--- config.mk ---
export PLATFORM = sky130hd
export DESIGN_NAME = bus_matrix_rr
export DESIGN_NICKNAME = d
export VERILOG_FILES = /design/src/rtl/bus_matrix_rr_pkg.sv /design/src/rtl/rr_arbiter.sv /design/src/rtl/bus_matrix_rr.sv
export SDC_FILE = /design/constraint.sdc
export NUM_CORES = 1
export LEC_CHECK = 0
export ABC_AREA = 1
export CORE_AREA = 10 10 242 244
export CTS_CLUSTER_SIZE = 25
export DETAILED_ROUTE_END_ITERATION = 10
export DIE_AREA = 0 0 252 254
export PLACE_DENSITY = 0.46
export SETUP_SLACK_MARGIN = 0.2
export SLEW_MARGIN = 15
export SYNTH_ARGS = -nofsm -noshare
export SYNTH_HDL_FRONTEND = slang
export SYNTH_SLANG_ARGS = --single-unit
--- constraint.sdc ---
create_clock -name clk -period 3.4 [get_ports clk]
set_input_delay 0.68 -clock clk [delete_from_list [all_inputs] [get_ports clk]]
set_output_delay 0.68 -clock clk [all_outputs]
set_load 0.005 [all_outputs]
--- src/rtl/bus_matrix_rr_pkg.sv ---
`default_nettype none
// ============================================================================
//  Module   : bus_matrix_rr_pkg
//  Purpose  : Shared bus definitions for the round-robin bus matrix:
//             strobe/enable polarities, read/write encoding, default widths,
//             arbiter state type and a clog2 helper.
//  Revision : 1.0  initial parametrised release
// ============================================================================
package bus_matrix_rr_pkg;

  // Active-low enable polarity used by all strobes, selects and grants
  localparam logic ENABLE_  = 1'b0;
  localparam logic DISABLE_ = 1'b1;

  // Read/write flag encoding
  localparam logic READ  = 1'b1;
  localparam logic WRITE = 1'b0;

  // Default bus widths
  localparam int WORD_ADDR_W = 32;
  localparam int WORD_DATA_W = 32;

  // Arbiter ownership state
  typedef enum logic [0:0] {
    ARB_IDLE  = 1'b0,
    ARB_OWNED = 1'b1
  } arb_state_e;

  // Ceiling log2 with a floor of 1 so single-entry fields still get one bit
  function automatic int clog2_min1(input int n);
    int r;
    r = 1;
    for (int i = 1; i < 31; i++) begin
      if ((1 << i) < n) r = i + 1;
    end
    return r;
  endfunction

endpackage
`default_nettype wire

--- src/rtl/rr_arbiter.sv ---
`default_nettype none
// ============================================================================
//  Module   : rr_arbiter
//  Purpose  : Round-robin arbiter with a registered one-hot grant. The grant
//             is held while the owner keeps requesting; on release the next
//             requester (searched from ptr_i+1) is granted at the same edge.
//  Revision : 1.0  initial parametrised release
// ============================================================================
module rr_arbiter
  import bus_matrix_rr_pkg::*;
#(
  parameter  int NUM_M = 4,
  localparam int MW    = clog2_min1(NUM_M)
) (
  input  logic             clk,
  input  logic             reset,
  input  logic [NUM_M-1:0] req_i,      // active-high request vector
  input  logic [MW-1:0]    ptr_i,      // index of the most recent grant
  output logic [NUM_M-1:0] grant_o,    // registered one-hot grant
  output logic             upd_o,      // a new grant is issued at this edge
  output logic [MW-1:0]    upd_idx_o   // index of that new grant
);

  arb_state_e       state_q, state_d;
  logic [NUM_M-1:0] grant_q, grant_d;
  logic             win_vld;
  logic [MW-1:0]    win_idx;
  logic [MW-1:0]    cand;
  logic             w_hold;

  // Owner keeps the bus as long as its own request stays asserted
  assign w_hold    = |(grant_q & req_i);
  assign grant_o   = grant_q;
  assign upd_idx_o = win_idx;

  // Find the first requester after ptr_i; the pointer itself comes last
  always_comb begin
    win_vld = 1'b0;
    win_idx = '0;
    cand    = '0;
    for (int i = NUM_M; i >= 1; i--) begin
      cand = MW'((int'(ptr_i) + i) % NUM_M);
      if (req_i[cand]) begin
        win_vld = 1'b1;
        win_idx = cand;
      end
    end
  end

  // Ownership state and grant register
  always_ff @(posedge clk) begin
    if (reset) begin
      state_q <= ARB_IDLE;
      grant_q <= '0;
    end else begin
      state_q <= state_d;
      grant_q <= grant_d;
    end
  end

  // Next grant: hold, hand over without a gap, or fall back to idle
  always_comb begin
    state_d = state_q;
    grant_d = grant_q;
    upd_o   = 1'b0;
    case (state_q)
      ARB_IDLE: begin
        if (win_vld) begin
          upd_o   = 1'b1;
          grant_d = {{(NUM_M-1){1'b0}}, 1'b1} << win_idx;
          state_d = ARB_OWNED;
        end
      end
      ARB_OWNED: begin
        if (!w_hold) begin
          if (win_vld) begin
            upd_o   = 1'b1;
            grant_d = {{(NUM_M-1){1'b0}}, 1'b1} << win_idx;
          end else begin
            grant_d = '0;
            state_d = ARB_IDLE;
          end
        end
      end
      default: begin
        grant_d = '0;
        state_d = ARB_IDLE;
      end
    endcase
  end

endmodule
`default_nettype wire

--- src/rtl/bus_matrix_rr.sv ---
`default_nettype none
// ============================================================================
//  Module   : bus_matrix_rr
//  Purpose  : NUM_M-master / NUM_S-slave bus matrix. Round-robin ownership,
//             owner address decode to active-low chip selects, read data and
//             ready return, error response for unmapped slaves and an
//             optional wait-state timeout.
//  Revision : 1.0  initial parametrised release
// ============================================================================
module bus_matrix_rr
  import bus_matrix_rr_pkg::*;
#(
  parameter int NUM_M   = 4,
  parameter int NUM_S   = 8,
  parameter int ADDR_W  = WORD_ADDR_W,
  parameter int DATA_W  = WORD_DATA_W,
  parameter int SEL_LO  = 29,
  parameter int TIMEOUT = 255
) (
  input  logic                    clk,
  input  logic                    reset,
  input  logic [NUM_M-1:0]        m_req_,
  input  logic [NUM_M*ADDR_W-1:0] m_addr,
  input  logic [NUM_M-1:0]        m_as_,
  input  logic [NUM_M-1:0]        m_rw,
  input  logic [NUM_M*DATA_W-1:0] m_wr_data,
  output logic [NUM_M-1:0]        m_grnt_,
  output logic [DATA_W-1:0]       m_rd_data,
  output logic                    m_rdy_,
  output logic                    m_err,
  output logic [ADDR_W-1:0]       s_addr,
  output logic                    s_as_,
  output logic                    s_rw,
  output logic [DATA_W-1:0]       s_wr_data,
  output logic [NUM_S-1:0]        s_cs_,
  input  logic [NUM_S*DATA_W-1:0] s_rd_data,
  input  logic [NUM_S-1:0]        s_rdy_
);

  localparam int            MW       = clog2_min1(NUM_M);
  localparam int            SW       = clog2_min1(NUM_S);
  localparam int            CW       = clog2_min1(TIMEOUT + 1);
  localparam logic [SW:0]   NUM_S_X  = (SW+1)'(NUM_S);

  logic [NUM_M-1:0]  w_grant;
  logic              w_upd;
  logic [MW-1:0]     w_upd_idx;
  logic [MW-1:0]     ptr_q, ptr_d;
  logic              w_owner_vld;
  logic [MW-1:0]     w_owner;
  logic [SW-1:0]     w_idx;
  logic              w_mapped;
  logic              w_unmapped;
  logic              w_waiting;
  logic              w_tmo_hit;
  logic [DATA_W-1:0] w_slv_rd;
  logic              w_slv_rdy_;

  rr_arbiter #(
    .NUM_M (NUM_M)
  ) u_arb (
    .clk       (clk),
    .reset     (reset),
    .req_i     (~m_req_),
    .ptr_i     (ptr_q),
    .grant_o   (w_grant),
    .upd_o     (w_upd),
    .upd_idx_o (w_upd_idx)
  );

  assign m_grnt_     = ~w_grant;
  assign w_owner_vld = |w_grant;
  // The last-grant pointer always equals the current owner while one exists
  assign w_owner     = ptr_q;
  assign ptr_d       = w_upd ? w_upd_idx : ptr_q;

  // Last-grant pointer; reset value makes master 0 the first in line
  always_ff @(posedge clk) begin
    if (reset) ptr_q <= MW'(NUM_M - 1);
    else       ptr_q <= ptr_d;
  end

  // Route the owner's address phase to the slave side; idle bus is quiet
  always_comb begin
    s_as_     = DISABLE_;
    s_addr    = '0;
    s_rw      = READ;
    s_wr_data = '0;
    for (int i = 0; i < NUM_M; i++) begin
      if (w_owner_vld && (w_owner == MW'(i))) begin
        s_as_     = m_as_[i];
        s_addr    = m_addr[i*ADDR_W +: ADDR_W];
        s_rw      = m_rw[i];
        s_wr_data = m_wr_data[i*DATA_W +: DATA_W];
      end
    end
  end

  assign w_idx      = s_addr[SEL_LO +: SW];
  assign w_mapped   = w_owner_vld && ({1'b0, w_idx} < NUM_S_X);
  assign w_unmapped = w_owner_vld && (s_as_ == ENABLE_) && !w_mapped;
  assign w_waiting  = w_mapped && (s_as_ == ENABLE_) && w_slv_rdy_;

  // Chip-select decode and selected slave's data/ready
  always_comb begin
    s_cs_      = '1;
    w_slv_rd   = '0;
    w_slv_rdy_ = DISABLE_;
    for (int i = 0; i < NUM_S; i++) begin
      if (w_owner_vld && (w_idx == SW'(i))) begin
        s_cs_[i]   = ENABLE_;
        w_slv_rd   = s_rd_data[i*DATA_W +: DATA_W];
        w_slv_rdy_ = s_rdy_[i];
      end
    end
  end

  generate
    if (TIMEOUT > 0) begin : g_timeout
      logic [CW-1:0] cnt_q, cnt_d;

      assign w_tmo_hit = w_waiting && (cnt_q == CW'(TIMEOUT));

      // Count wait cycles of the current access; restart on any completion
      always_comb begin
        cnt_d = cnt_q + CW'(1);
        if (w_upd || !w_waiting || w_tmo_hit) cnt_d = '0;
      end

      // Wait-state counter register
      always_ff @(posedge clk) begin
        if (reset) cnt_q <= '0;
        else       cnt_q <= cnt_d;
      end
    end else begin : g_no_timeout
      assign w_tmo_hit = 1'b0;
    end
  endgenerate

  // Response to the masters; error responses terminate with ready low
  always_comb begin
    m_rd_data = w_slv_rd;
    m_rdy_    = w_slv_rdy_;
    m_err     = 1'b0;
    if (w_unmapped || w_tmo_hit) begin
      m_rdy_ = ENABLE_;
      m_err  = 1'b1;
    end
  end

endmodule
`default_nettype wire

Run 1, placement view:
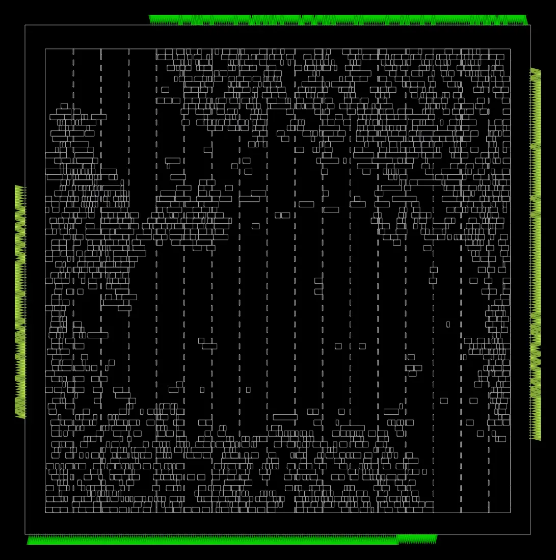
TAP cells: 696
Seq area share: 2.034%
filler instances: 5887

Run 1, met4 routing:
Supply wires on this layer in grey.
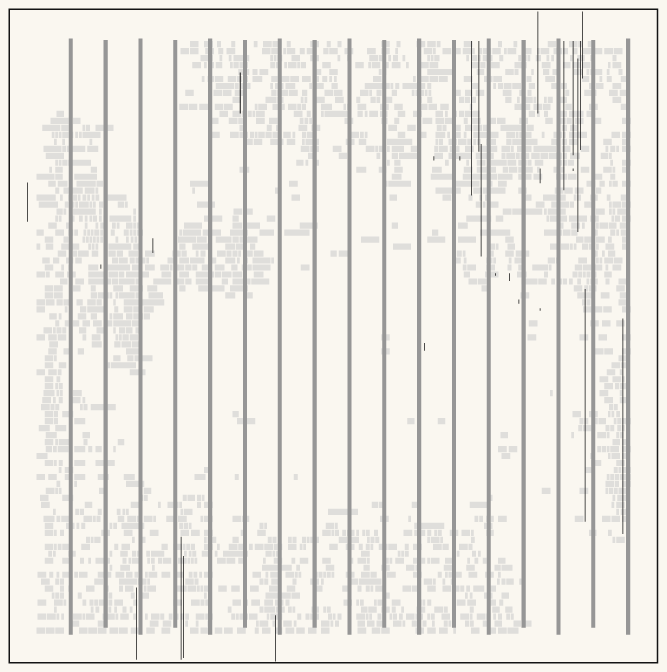
The wires run mostly vertical. The longest straight run is 90.4 um.
drt total wl: 58.39 mm
vias: 10.19k

Run 1, wiring by layer:
The bar under the picture is 100 um long.
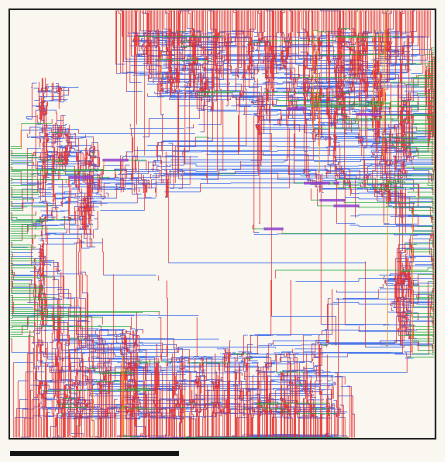
Red marks M2, wire length 28.8 mm. Green marks M3, wire length 4450 um. Blue marks M1, wire length 24.2 mm. Orange marks M4, wire length 784 um. Purple marks M5, wire length 103 um.
Routed WL per cell: 23.58 um
GRT Total Usage: 16.74%

## run 1: registers in the layout, summed over array words and instances (netlist names)
| name | cells |
|---|---|
| u_arb.state_q | 1 |
| u_arb.grant_o | 4 |
| g_timeout.cnt_q | 8 |
| ptr_q | 2 |
## run 1: worst reg2reg max path, delay by kind of cell (launching register included)
kind	cells	cell delay (ns)
AOI/OAI and AO/OA	1	0.18
buffers and inverters	6	0.86
DFF	1	0.33
and+or+nand+nor	10	1.10
## run 1: cell usage in the layout (no fill, tap or decap), types with 38 or more instances in the layout
| master | n |
|---|---|
| nand3_1 | 123 |
| o21ai_0 | 98 |
| buf_4 | 90 |
| clkdlybuf4s50_1 | 537 |
| a21oi_2 | 38 |
| buf_6 | 38 |
| dlygate4sd2_1 | 41 |
| nand2_1 | 369 |
| nand2_2 | 45 |
## run 1: worst max path at each step
| stage | endpoint | cells after the start | startpoint | slack, ns |
|---|---|---|---|---|
| after floorplan | m_rd_data[15] | 12 | ptr_q[0] | 0.61 |
| after global placement | m_rd_data[31] | 16 | m_addr[31] | -0.57 |
| after detailed placement | m_rd_data[31] | 16 | m_addr[31] | -0.57 |
| after CTS | m_rd_data[27] | 20 | ptr_q[1] | 0.05 |
| after global routing | m_rd_data[2] | 18 | u_arb.grant_o[2] | -0.05 |
| final | m_rd_data[29] | 17 | u_arb.grant_o[2] | 0.06 |
## run 1: area by class of cell
class | instances | area, um^2
Antenna cell | 11 | 27.53
Clock buffer | 3 | 75.07
Clock inverter | 1 | 5.005
Fill cell | 5887 | 38350
Inverter | 38 | 186.4
Multi-Input combinational cell | 871 | 4830
Sequential cell | 15 | 310.3
Tap cell | 696 | 870.8
Timing Repair Buffer | 841 | 8950
==> results.tsv, run 1 <==
metric	value	unit
switching_share	48.75	%
skew	0.001773	ns
final_area	15250	um^2
crit_fanout	6	
area_growth	220.3	%
cts_resized	320	
dpl.hpwl	45.64	mm
endpoint_kind	output port	
syn_inst	994	
viasPerCell	4.113	
ys_sh_aoi	22.20	%
logic_family	simple AND/OR/NAND/NOR gates	
drive_gt1_share	23.69	%
clk_latency	0.24	ns
common_cells	nand2_1 (422), nand3_1 (151), o21ai_0 (127), a21oi_1 (55), clkbuf_1 (46)	
status	complete, no violations	
grt_max_degree	62	
fin_crit_sh	98.37	%
slew_violations	0	
post-cts-setup-buffers	44	
syn_area_per_cell	4.792	um^2
ys.flop_type	dfxtp_1	
clockRootBuffer	clkbuf_16	
grt.met2_usage	29.11	%
cts_num_sinks	15	
grt_overflow	0	
reg2reg_slack	0.82	ns
max-slew-margin-rel	71.75	%
powerComb	12.5	mW
rows	85	
timing.critical_path.required	2.72	ns
nNetsFinal	2309	
gp_congestion	0.9095	
finalSetupViolCount	0	
ys_chip_area	4763	um^2
combPwrFrac	96.4	%
p_int	6.660	mW
met3_usage	3.974	%
power_leakage	6.614	nW
ys_cells	994	
mux_area_share	0.2101	%
path_buffers	9	
initial_utilization	8.887	%
worstSetupPathType	reg -> out	
io_pins	646	
ant_nets	0	
r2r_end	g_timeout.cnt_q[5]	
fin_util	28.46	%
drt_iter0_drc	648	
dr.pass1.iters	5	
cpLargestDelayFamily	buffers and inverters	
simple_gate_share	59.76	%
yosysMostFrequentCell	nand2_1	
fp.dieH	254	um
ys_seq_share	6.304	%
cp_slowest_stage_delay	0.33	ns
critPathArrivalTime	2.66	ns
die_area	64010	um^2
adder_share	1.313	%
cellPowerDensity	851.9	nW/um^2
worst_setup_path_start_kind	register	
antenna_found_initial	22	
min_path_cells	1	
clockPowerShare	1.7	%
synth-edff-count	0	
top_area_share	33.25	%
tightest_slew	0.4192	ns
routed-wl-met3	4.451	mm
grt_first_pass_wirelength	78.48	mm
setup_tns	0	ns
clk_pin_slew	0.05	ns
ctsHoldBuffers	0	
clock_path_buffers	2	
Run 1, met3 routing:
The bar under the picture is 100 um long.
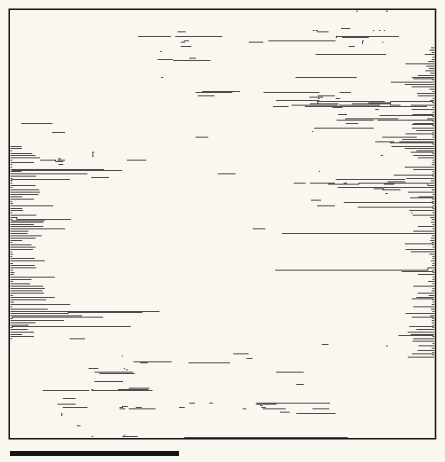

--- run 2 (diff from run 1) ---
--- a/config.mk
+++ b/config.mk
@@ -7,10 +7,10 @@
 export LEC_CHECK = 0
 export ABC_AREA = 1
 export CORE_AREA = 10 10 242 244
+export CTS_BUF_LIST = sky130_fd_sc_hd__clkbuf_8
 export CTS_CLUSTER_SIZE = 25
 export DETAILED_ROUTE_END_ITERATION = 10
 export DIE_AREA = 0 0 252 254
-export PLACE_DENSITY = 0.46
 export SETUP_SLACK_MARGIN = 0.2
 export SLEW_MARGIN = 15
 export SYNTH_ARGS = -nofsm -noshare
Run 2, met3 routing:
The bar under the picture is 100 um long.
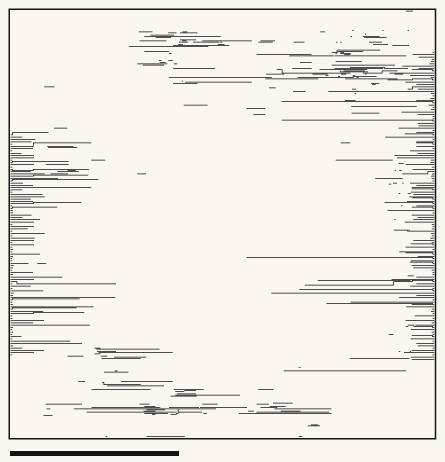
The layer holds 11% of the routed length. 353 nets have wire on it. The longest straight run is 110 um.

==> results.tsv, run 2 <==
metric	value	unit	change
viasPerCell	4.170		+1.4%
ys_seq_share	6.304	%	unchanged
grt_first_pass_wirelength	74.37	mm	-5.2%
grt.met2_usage	26.94	%	-2.2 points
powerComb	12.6	mW	about the same
flop_area	315.3	um^2	+1.6%
synth-edff-count	0		unchanged
nFillCells	5848		-0.66%
violations	setup timing		
worstSetupPathType	reg -> out		
syn_inst	994		unchanged
slew_violations	0		unchanged
grt_overflow	0		unchanged
finalSetupViolCount	1		+1
clockPowerShare	1.1	%	-0.6 points
cts_resized	453		+42%
clock_path_buffers	2		unchanged
cellPowerDensity	881.3	nW/um^2	+3.5%
status	complete, but fails checks		
yosysMostFrequentCell	nand2_1		
p_int	6.500	mW	-2.4%
area_growth	208.9	%	
syn_area_per_cell	4.792	um^2	unchanged
antennaDiodeCount	0		-11
routed-wl-met3	5.865	mm	+32%
common_cells	nand2_1 (422), nand3_1 (151), o21ai_0 (127), a21oi_1 (55), clkbuf_1 (46)		
max-slew-margin-rel	71.67	%	-0.084 points
cpLargestDelayFamily	buffers and inverters		
antenna_found_initial	8		-64%
cts_num_sinks	15		unchanged
met3_usage	5.557	%	+1.6 points
combPwrFrac	96.9	%	+0.5 points
critPathArrivalTime	2.74	ns	+0.08 ns
ys_cells	994		unchanged
gp_congestion	0.9288		+2.1%
clk_pin_slew	0.06	ns	about the same
io_pins	646		unchanged
lay_top_cells	clkdlybuf4s50_1 (533), nand2_1 (390), o21ai_0 (103), buf_4 (103), nand3_1 (95)		
rows	85		unchanged
wl	54.91	mm	-6.0%
comb_area	4830	um^2	unchanged
grt_usage	15.69	%	-1.1 points
dpl.hpwl	41.77	mm	-8.5%
clockRootBuffer	clkbuf_8		
skew	0.001704	ns	-0.00006897 ns
ctsHoldBuffers	0		unchanged
crit_fanout	5		-1
fin_util	27.45	%	-1.0 points
ant_nets	0		unchanged
worst_setup_path_start_kind	register		
fin_crit_sh	100.7	%	+2.4 points
largest_reg_flops	8		unchanged
ys.flop_type	dfxtp_1		
clk_latency	0.25	ns	about the same
cp_slowest_stage_delay	0.37	ns	+0.04 ns
drt_iter0_drc	700		+8.0%
top_area_share	33.25	%	unchanged
path_buffers	8		-1
endpoint_kind	output port		
setup_slack	-0.02471	ns	
post-cts-setup-buffers	45		+2.3%
vias	10213		+0.27%
nNetsFinal	2293		-0.69%
largest_register	g_timeout.cnt_q		
die_area	64010	um^2	unchanged
switching_share	49.87	%	+1.1 points
Run 2, met4 routing:
Supply wires on this layer in grey.
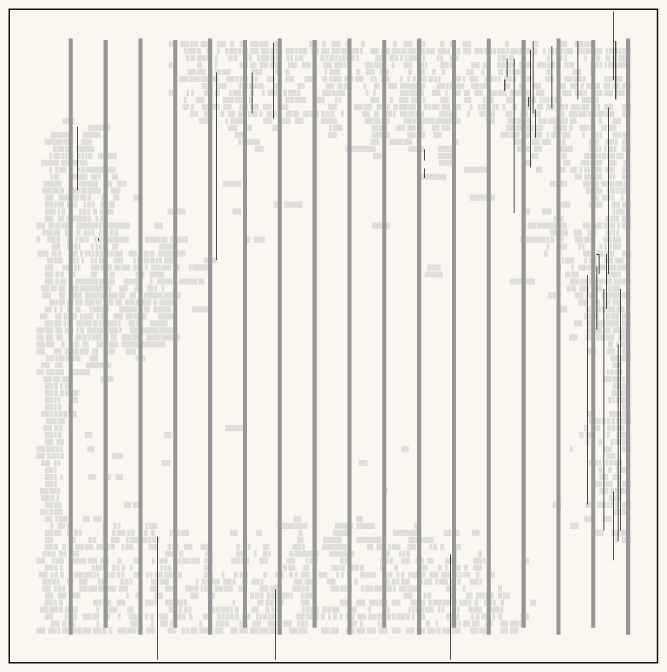
The layer holds 1.8% of the routed length. 27 nets have wire on it. The wires run mostly vertical. The layer carries 1020 um of wire. The longest straight run is 93.8 um.

==> run 2: netlist changes by cell type in the layout (fill, tap and decap cells not counted), moves of 9 or more <==
cell | previous run | this run
nand3_2 | 18 | 48
nand3_1 | 123 | 95
nand2_1 | 369 | 390
buf_6 | 38 | 19
dlygate4sd2_1 | 41 | 58
dlymetal6s2s_1 | 24 | 9
nand2_2 | 45 | 31
buf_4 | 90 | 103
diode_2 | 11 | 0
clkbuf_16 | 10 | 0
buf_8 | 3 | 12
==> run 2: cells by family after synthesis <==
| group | count (synthesis) | share of synthesized area [%] |
|---|---|---|
| muxes | 1 | 0.2101 |
| buffers and inverters | 108 | 9.115 |
| xor gates and xnor gates | 6 | 1.103 |
| AOI/OAI and AO/OA | 201 | 22.20 |
| adders and majority gates | 5 | 1.313 |
| DFF | 15 | 6.304 |
| and+or+nand+nor | 658 | 59.76 |
==> run 2: final timing paths <==
kind	start	end	slack, ns	cells past startpoint
max reg2reg	ptr_q[0]	g_timeout.cnt_q[7]	0.72	21
min reg2reg	g_timeout.cnt_q[0]	g_timeout.cnt_q[0]	0.46	1
min	g_timeout.cnt_q[0]	g_timeout.cnt_q[0]	0.46	1
max	ptr_q[1]	m_rd_data[28]	-0.02	21
==> run 2: final cells by class <==
cell class              instances  share of cell area, %
clock buffers                   3                 0.2807
clock inverters                 1                0.03402
inverters                      38                  1.191
multi-input cells             872                  32.83
flip-flops and latches         15                  2.143
well taps                     696                  5.919
repair buffers                824                  57.60
==> run 2: metrics by stage <==
step | area (um^2) | total power, mW
after floorplan | 4763 | 3.944
after global placement | 12750 | 10.01
after detailed placement | 12750 | 10.07
after CTS | 14390 | 12.69
after global routing | 14710 | 13.96
final | 14710 | 12.96
Power and IR drop assume default switching activity.
